Wires at chosen ports, followed through buffers:
(4 px per um)
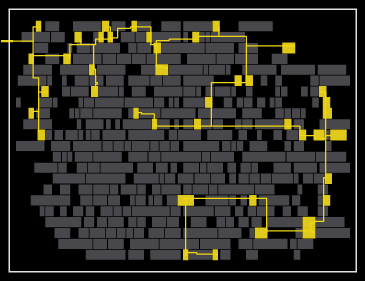
Clock nets:
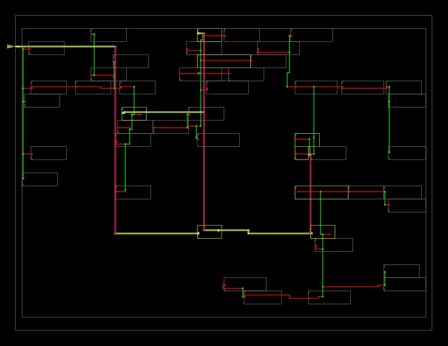
Cell classes on the final placement:
(4 px per um) Fill, decap, tap and diode cells in gray.
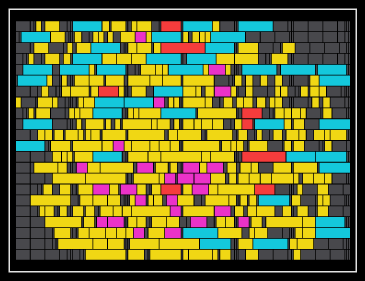
The metal 2 layer:
(6 px per um)
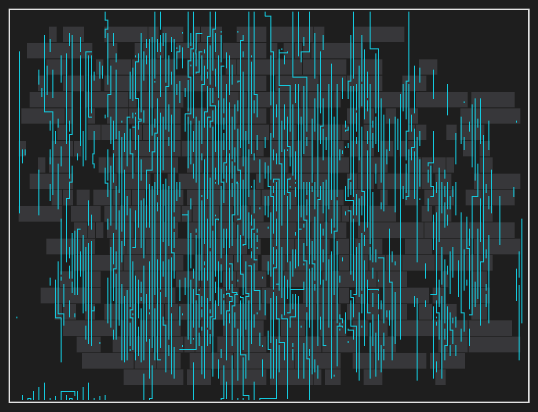
Clock network drawn from the DEF:
(6 px per um)
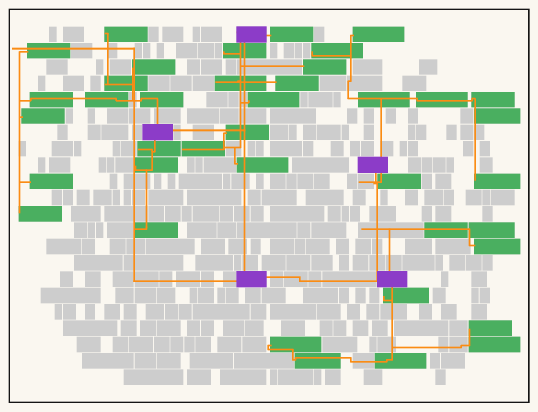
==> config.mk <==
export PLATFORM = sky130hd
export DESIGN_NAME = caxi4interconnect_sync_fifo_ctrl
export DESIGN_NICKNAME = d
export VERILOG_FILES = /design/src/rtl/caxi4interconnect_sync_fifo_ctrl.sv
export SDC_FILE = /design/constraint.sdc
export NUM_CORES = 1
export LEC_CHECK = 0
export ABC_CLOCK_PERIOD_IN_PS = 3400
export CORE_ASPECT_RATIO = 0.75
export CORE_UTILIZATION = 55
export DETAILED_ROUTE_END_ITERATION = 7
export DONT_BUFFER_PORTS = 1
export GPL_TIMING_DRIVEN = 0
export PLACE_DENSITY_LB_ADDON = 0.3
export REMOVE_ABC_BUFFERS = 1
export SETUP_SLACK_MARGIN = 0.05
export SLEW_MARGIN = 20
export SYNTH_ARGS = -nofsm -noshare
export SYNTH_HDL_FRONTEND = slang
export SYNTH_SLANG_ARGS = --single-unit
==> constraint.sdc <==
create_clock -name HCLK -period 3.4 [get_ports HCLK]
set_input_delay 0.68 -clock HCLK [delete_from_list [all_inputs] [get_ports HCLK]]
set_output_delay 0.68 -clock HCLK [all_outputs]
set_load 0.05 [all_outputs]
==> results.txt <==
yosys + openroad results -> outcome finished, violations left, failing checks negative setup slack, MI comb area 2240 um^2, Post-route DRC 0, TritonRoute pass-1 iters 5, most instantiated logic cell after routing nor2_1, post-DP HPWL 4840 um, Tool Warnings 29, Area-dominant class multi-input combinational cells, async set-reset flop share out of synthesis 0, xor+xnor area frac 0.0490, sequential share of power 0.221, post-synth cell types 61, initial antenna violation count 0, final setup violation count 19, Cells after DPL 380, Worst path depth 12, Comb pwr share 0.662, Net Switching 2170 uW, Pwr Density 1110 nW/um^2, post-route setup slack -1.01 ns, Post-CTS Setup Bufs 16
-- 'wires at chosen ports, followed through buffers' (at the start) --
| color | port | bits | direction | end cells | buffers | wire |
|---|---|---|---|---|---|---|
| yellow | HRESET | 1 | input | 42 | 0 | 341 um |
number of port buffers: 0
I/O pin cnt: 70

-- 'clock nets' (at the start) --
Clk power: 466 uW
final-layout clock buffer total: 5
worst clock skew: 0.00623 ns
cts bufs inserted: 5

-- 'cell classes on the final placement' (at the start) --
| color | class | cells |
|---|---|---|
| yellow | remaining logic cells | 270 |
| cyan | registers | 39 |
| magenta | remaining buffers and delay cells | 25 |
| red | clock drivers and dummy loads | 8 |
design area: 3610 um^2
Seq area share: 0.229
num rows: 22

-- 'the metal 2 layer' (at the start) --
share of all routed wire: 47%
main direction: vertical
nets with wire on the layer: 343
final wirelength: 9170 um
via count: 2,795
M2 GR Usage: 0.464

-- 'clock network drawn from the DEF' (at the start) --
[orange] clock wires | length: 514 um
[purple] clock-net drivers | count: 5
[green] flip-flops | count: 39
routed clock nets: 6
flops lie: spread over the die
Clk pwr share: 0.116
Insertion Delay late pin: 0.30 ns

[cell families after synthesis]
kind of cell               count (synthesis)
AOI/OAI and AO/OA                         78
adders and majority gates                 18
muxes                                     12
and+or+nand+nor                          127
DFF                                       39
xor gates and xnor gates                  14
buffers and inverters                     57
[routing by layer]
metal,track usage,routed length [um],vias to the layer above
met5,0,0,-
met4,0.108,486,0
li1,-,-,1236
met1,0.360,3430,1311
met2,0.464,4310,192
met3,0.0967,940,56
[stage by stage]
stage	setup TNS [ns]	area (um^2)	setup WS [ns]
6_report	-5.55	3610	-1.01
5_1_grt	-8.16	3610	-1.12
4_1_cts	-4.36	3300	-0.971
3_5_place_dp	-16.00	2770	-1.61
3_3_place_gp	-17.82	2750	-2.14
2_1_floorplan	-9.20	2660	-1.81
Power and IR drop assume default switching activity.
